M1 wires:
Bar = 20 um. Cells faint in the background.
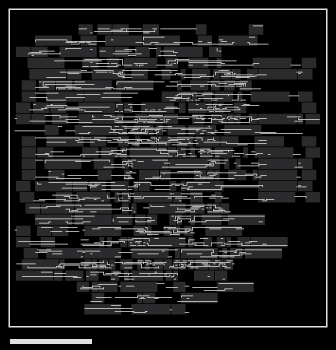
Met2 routing:
Cells faint in the background.
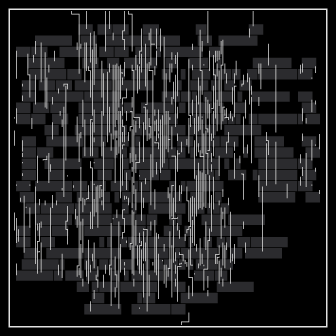
[src/rtl/display_scan_ctrl_if.sv]
// Bundle of data/control inputs and scan outputs for the 4-digit 7-segment scanner.
// master drives display data; slave is the scan controller.
interface display_scan_ctrl_if;
  logic [15:0] value;
  logic [3:0]  dig_en;
  logic [3:0]  dp_en;
  logic        lzb;
  logic [6:0]  seg;
  logic [3:0]  an;
  logic        dp;
  logic [1:0]  digit_sel;
  logic        frame_done;

  modport master (
    output value, dig_en, dp_en, lzb,
    input  seg, an, dp, digit_sel, frame_done
  );

  modport slave (
    input  value, dig_en, dp_en, lzb,
    output seg, an, dp, digit_sel, frame_done
  );
endinterface

[src/rtl/display_scan_ctrl.sv]
// Time-multiplexed 4-digit 7-segment scan controller with per-slot blanking,
// frame-synchronous shadowing of display data and leading-zero suppression.
module display_scan_ctrl #(
  parameter int unsigned SCAN_DIV  = 100000,
  parameter int unsigned BLANK_CYC = 1
) (
  input  logic                clkin,
  input  logic                greset,
  display_scan_ctrl_if.slave  bus
);

  localparam int unsigned PW = $clog2(SCAN_DIV);
  localparam logic [PW-1:0] PrescMax = PW'(SCAN_DIV - 1);

  typedef enum logic {StBlank, StDrive} scan_st_e;

  logic [PW-1:0] presc_q, presc_d;
  logic [1:0]    dsel_q, dsel_d;
  logic [15:0]   vshadow_q, vshadow_d;
  logic [3:0]    dpsh_q, dpsh_d;
  logic          fd_q, fd_d;
  logic [3:0]    an_q, an_d;
  logic [6:0]    seg_q, seg_d;
  logic          dp_q, dp_d;
  logic [1:0]    digit_sel_q;

  scan_st_e      scan_st;
  logic [3:0]    lz_sup;
  logic          suppress;
  logic [3:0]    nib;

  function automatic logic [6:0] hex7(input logic [3:0] n);
    logic [6:0] s;
    s = 7'b1111111;
    unique case (n)
      4'h0: s = 7'b1000000;
      4'h1: s = 7'b1111001;
      4'h2: s = 7'b0100100;
      4'h3: s = 7'b0110000;
      4'h4: s = 7'b0011001;
      4'h5: s = 7'b0010010;
      4'h6: s = 7'b0000010;
      4'h7: s = 7'b1111000;
      4'h8: s = 7'b0000000;
      4'h9: s = 7'b0010000;
      4'hA: s = 7'b0001000;
      4'hB: s = 7'b0000011;
      4'hC: s = 7'b1000110;
      4'hD: s = 7'b0100001;
      4'hE: s = 7'b0000110;
      4'hF: s = 7'b0001110;
    endcase
    return s;
  endfunction

  // Prescaler, slot index and frame-boundary shadow load.
  always_comb begin
    presc_d   = presc_q;
    dsel_d    = dsel_q;
    vshadow_d = vshadow_q;
    dpsh_d    = dpsh_q;
    fd_d      = 1'b0;
    if (presc_q == PrescMax) begin
      presc_d = '0;
      dsel_d  = dsel_q + 2'd1;
      if (dsel_q == 2'd3) begin
        vshadow_d = bus.value;
        dpsh_d    = bus.dp_en;
        fd_d      = 1'b1;
      end
    end else begin
      presc_d = presc_q + PW'(1);
    end
  end

  // Scan state and digit suppression; digit 0 is never blanked as a leading zero.
  always_comb begin
    scan_st   = (32'(presc_q) < BLANK_CYC) ? StBlank : StDrive;
    lz_sup[3] = (vshadow_q[15:12] == 4'h0);
    lz_sup[2] = lz_sup[3] && (vshadow_q[11:8] == 4'h0);
    lz_sup[1] = lz_sup[2] && (vshadow_q[7:4] == 4'h0);
    lz_sup[0] = 1'b0;
    suppress  = !bus.dig_en[dsel_q] || (bus.lzb && lz_sup[dsel_q]);
    nib       = vshadow_q[{dsel_q, 2'b00} +: 4];
  end

  always_comb begin
    an_d  = 4'b1111;
    seg_d = 7'b1111111;
    dp_d  = 1'b1;
    if (scan_st == StDrive && !suppress) begin
      an_d  = ~(4'b0001 << dsel_q);
      seg_d = hex7(nib);
      dp_d  = ~dpsh_q[dsel_q];
    end
  end

  always_ff @(posedge clkin or posedge greset) begin
    if (greset) begin
      presc_q     <= '0;
      dsel_q      <= 2'd0;
      vshadow_q   <= 16'h0000;
      dpsh_q      <= 4'h0;
      fd_q        <= 1'b0;
      an_q        <= 4'b1111;
      seg_q       <= 7'b1111111;
      dp_q        <= 1'b1;
      digit_sel_q <= 2'd0;
    end else begin
      presc_q     <= presc_d;
      dsel_q      <= dsel_d;
      vshadow_q   <= vshadow_d;
      dpsh_q      <= dpsh_d;
      fd_q        <= fd_d;
      an_q        <= an_d;
      seg_q       <= seg_d;
      dp_q        <= dp_d;
      digit_sel_q <= dsel_q;
    end
  end

  assign bus.seg        = seg_q;
  assign bus.an         = an_q;
  assign bus.dp         = dp_q;
  assign bus.digit_sel  = digit_sel_q;
  assign bus.frame_done = fd_q;

endmodule
[src/flat_wrapper.sv]
// flat-port wrapper written by rule: the top's interface ports become plain ports
module display_scan_ctrl_flat 
#(
  parameter int unsigned SCAN_DIV  = 100000,
  parameter int unsigned BLANK_CYC = 1
)
  (clkin, greset, bus_value, bus_dig_en, bus_dp_en, bus_lzb, bus_seg, bus_an, bus_dp, bus_digit_sel, bus_frame_done);
  display_scan_ctrl_if bus_i ();
  input  logic clkin;
  input  logic greset;
  input wire logic [$bits(bus_i.value)-1:0] bus_value;
  input wire logic [$bits(bus_i.dig_en)-1:0] bus_dig_en;
  input wire logic [$bits(bus_i.dp_en)-1:0] bus_dp_en;
  input wire logic [$bits(bus_i.lzb)-1:0] bus_lzb;
  output wire logic [$bits(bus_i.seg)-1:0] bus_seg;
  output wire logic [$bits(bus_i.an)-1:0] bus_an;
  output wire logic [$bits(bus_i.dp)-1:0] bus_dp;
  output wire logic [$bits(bus_i.digit_sel)-1:0] bus_digit_sel;
  output wire logic [$bits(bus_i.frame_done)-1:0] bus_frame_done;
  assign bus_i.value = bus_value;
  assign bus_i.dig_en = bus_dig_en;
  assign bus_i.dp_en = bus_dp_en;
  assign bus_i.lzb = bus_lzb;
  assign bus_seg = bus_i.seg;
  assign bus_an = bus_i.an;
  assign bus_dp = bus_i.dp;
  assign bus_digit_sel = bus_i.digit_sel;
  assign bus_frame_done = bus_i.frame_done;
  display_scan_ctrl #(.SCAN_DIV(SCAN_DIV), .BLANK_CYC(BLANK_CYC)) u_core (.clkin(clkin), .greset(greset), .bus(bus_i));
endmodule
[config.mk]
export PLATFORM = sky130hd
export DESIGN_NAME = display_scan_ctrl_flat
export DESIGN_NICKNAME = d
export VERILOG_FILES = /design/src/rtl/display_scan_ctrl_if.sv /design/src/rtl/display_scan_ctrl.sv /design/src/flat_wrapper.sv
export SDC_FILE = /design/constraint.sdc
export NUM_CORES = 1
export LEC_CHECK = 0
export ABC_CLOCK_PERIOD_IN_PS = 2500
export CORE_MARGIN = 1
export CORE_UTILIZATION = 48
export DETAILED_ROUTE_END_ITERATION = 16
export PLACE_DENSITY = 0.77
export SETUP_SLACK_MARGIN = 0.1
export SYNTH_ARGS = -nofsm -noshare
export SYNTH_HDL_FRONTEND = slang
export SYNTH_SLANG_ARGS = --single-unit
[constraint.sdc]
create_clock -name clkin -period 2.5 [get_ports clkin]
set_clock_uncertainty 0.1 [all_clocks]
set_input_delay 0.5 -clock clkin [delete_from_list [all_inputs] [get_ports clkin]]
set_output_delay 0.5 -clock clkin [all_outputs]
set_load 0.02 [all_outputs]
==> out/notes.md <==
On the final layout, the worst hold slack is 0.397 ns. Looking at the setup timing report, the critical path kind is reg2reg. Yosys reports a chip area of 2690 sq um. In the final design database the tool counted 311 nets. The analysis reports a worst IR drop on VDD of 0.326 mV. The number of DRC violations after detailed routing is 0. The logs give 0.599 for the sequential power share and 8.82 mm for the wire length of the first global-routing pass. The tools report the endpoint of the worst-slack reg-to-reg timing path as u_core.bus.seg[0]. The OpenROAD warning count is 34. For this run, the detailed router's first-pass iteration total came to 6.

TritonCTS built the clock tree. The timing report attributes the biggest portion of critical-path delay to multiplexers. The clock latency reported for the late side of the worst-skew pair came out at 0.31 ns. Per the timing report, the most critical flop-to-flop path originates at u_core.dsel_q[0]. Along the worst path, the maximum fanout reaches 6.

For this design, Yosys synthesis ends with a cell count of 227. The fraction of power spent switching nets was 0.214; the switching power was 315 uW. The TritonCTS buffer count is 5.

According to the hold report, the worst path is of the in2async type. The run gives 0.27 ns for the flop-to-flop setup slack. On the worst path, the slowest cell contributes a delay of 0.60 ns. According to the I/O placement log, the pin count is 42. The minimum clock period after layout is 2.23 ns. Endpoints failing hold in the final report were tallied at 0. The worst slew margin relative to its limit was 0.715; the critical path data required time was 2.61 ns. The clock H-tree reported by CTS has 2 levels.

The critical path goes through mux4_2 > inv_1 > ha_1 > nand4b_1 > o41ai_1 > o41ai_2. The number of different library cells used by synthesis comes to 46. Leaving out fill and tap cells, the most frequent cells in the layout are clkdlybuf4s50_1 (41), dfrtp_1 (41), mux2_1 (19). Global routing usage summed across all routing layers: 0.194.

The clock share of power is 0.339. The antenna cell count is 0. For the floorplan-stage core utilization, the log shows 0.513.

The run gives 227 as the number of instances in the synthesized netlist. The chip occupies 5900 sq um. The run gives 156 for the count of routing violations after the opening detailed-route iteration. Yosys mapped a number of flops with a built-in enable equal to 0. Library cell contributing the largest single delay on the critical path: mux4_2. The prevailing post-synth register cell was dfrtp_1. The final-layout fill cell count is 432, and the ratio of final minimum period to clock period is 0.894.

The summed instance area of the synthesized netlist is 2690 sq um, and the power per standard cell area is 450 nW/um^2. The run gives 41 for the count of input and output buffers. The run finished with clean final reports. The run gives 0.424 ns for the slew of the pin with the lowest slew margin. With the internal power of the cells at 1160 uW, the clock transition time at the flip-flop clock pins of the worst setup and hold paths is 0.09 ns. Ranked by total cell area, the synthesized netlist is headed by dfrtp_1 (39%), dfstp_2 (12%), mux2_1 (8.0%). In this run the remaining antenna-violating nets after routing total 0. STA classifies the critical path endpoint as a flip-flop.

With the total core area at 5240 sq um, the reported leakage power is 0.00145 uW. Cell type with the largest total area after synthesis: dfrtp_1. The final layout reports a setup TNS of 0 ns.

The number of antenna violations at the first check in global routing was 0; the count of placed standard cells including taps was 335. Count of cells along the worst register-to-register path: 6. The number of buffers added to fix hold violations after cts was 0; the height of the die was 76.8 um. The run gives 344 as the post-route non-filler standard cell count.

The async set-reset flop share out of synthesis came out at 1.00. The clock passes through at most 2 buffers. Number of global-route vias before repair: 1,795.

For this run, the top clock speed supported by timing is 448 MHz. The relative contribution of combinational cells to total power was 0.061; the net count of the mapped netlist was 265. Setup repair after global routing left no endpoint under its margin. The run gives 0.509 for the sequential-to-total area share from yosys stat. The layout overhead on the synthesized area is 22.0%.

Entering global routing, the biggest net connects 36 pins. The detailed placer's ending HPWL came out at 3.73 mm. With the critical path buffer and inverter count at 1, the utilization of the core after routing is 0.626.
Back to the opening pictures, 'M1 wires':
- share of all routed wire: 46%
- longest straight run: 21.6 um
- wire length on this layer: 2,370 um
- main direction: horizontal
- nets with wire on the layer: 259
DRT Wirelength: 5.14 mm
met1 layer usage reported by global route: 0.279
via count: 1,906

Back to the opening pictures, 'met2 routing':
- share of all routed wire: 45%
- main direction: vertical
GR Util met2: 0.277

-- worst max path at each step --
stage                startpoint           endpoint  slack (ns)  cells after the start
2_1_floorplan  u_core.dsel_q[0]  u_core.bus.seg[0]        0.14                      8
3_3_place_gp   u_core.dsel_q[1]  u_core.bus.seg[0]        0.34                      6
3_5_place_dp   u_core.dsel_q[0]  u_core.bus.seg[0]        0.25                      6
4_1_cts        u_core.dsel_q[0]  u_core.bus.seg[0]        0.21                      6
5_1_grt        u_core.dsel_q[0]  u_core.bus.seg[0]         0.1                      6
6_report       u_core.dsel_q[0]  u_core.bus.seg[0]        0.27                      6
-- per-stage QoR --
step / cell area [sq um] / setup WS (ns) / total power, uW
after floorplan: 2690 / 0.136 / 931
final: 3280 / 0.265 / 1480
after detailed placement: 3180 / 0.253 / 994
after global routing: 3280 / 0.0978 / 1530
after CTS: 3270 / 0.214 / 1490
after global placement: 3180 / 0.343 / 992
-- cell type report --
| class | count | area [sq um] | area share |
|---|---|---|---|
| Sequential cell | 54 | 1370 | 0.417 |
| Multi-Input combinational cell | 155 | 1220 | 0.373 |
| Timing Repair Buffer | 48 | 475 | 0.145 |
| Tap cell | 70 | 87.6 | 0.0267 |
| Clock buffer | 7 | 86.3 | 0.0263 |
| Inverter | 9 | 33.8 | 0.0103 |
| Clock inverter | 1 | 5.00 | 0.00153 |
-- synthesized netlist by cell type, types with 6 or more instances --
library cell  count
xnor2_1           6
dfrtp_1          42
xor2_1            8
inv_1             9
mux2_1           19
nand2_1          18
nand3_1           9
ha_1             11
dfstp_2          12
o21ai_0           8
nor2_1           16
-- flip-flops by register name, summed over array words and instances, names as in the netlist --
register               flops
u_core.vshadow_q          16
u_core.bus.an              4
u_core.dpsh_q              4
u_core.presc_q            17
u_core.bus.seg             7
u_core.bus.frame_done      1
u_core.bus.dp              1
u_core.bus.digit_sel       2
u_core.dsel_q              2
-- logic make-up (layout without fill, tap and decap cells) --
kind of cell             Yosys count  in the layout  synth area share
adder cells (fa/ha/maj)           11             11            0.0512
multiplexers                      29             29             0.141
AND-OR/OR-AND                     28             28            0.0717
buffers and inverters             18             65            0.0368
flip-flops                        54             54             0.509
AND/OR/NAND/NOR                   73             73             0.145
XOR/XNOR                          14             14            0.0456
-- metal layers --
metal	share of wire	global-route usage	wire length, um	vias up
li1	-	-	-	894
met1	0.46	0.279	2370	931
met2	0.45	0.277	2320	68
met3	0.055	0.0333	282	13
met4	0.033	0.110	168	0
met5	0	0	0	-
-- power groups by stage --
stage | registers, uW | logic, uW | clock network [uW]
3_5_place_dp | 901 | 92.8 | 0
3_3_place_gp | 901 | 91.2 | 0
2_1_floorplan | 910 | 21.0 | 0
6_report | 885 | 90.6 | 501
4_1_cts | 885 | 92.8 | 515
5_1_grt | 886 | 99.9 | 546
-- repair_timing --
item | in CTS | in global routing
buffers inserted | 0 | 1
setup endpoints to repair | 0 | 1
resized | 0 | 1
No activity file was given, so power comes from the tool's default toggle rates.
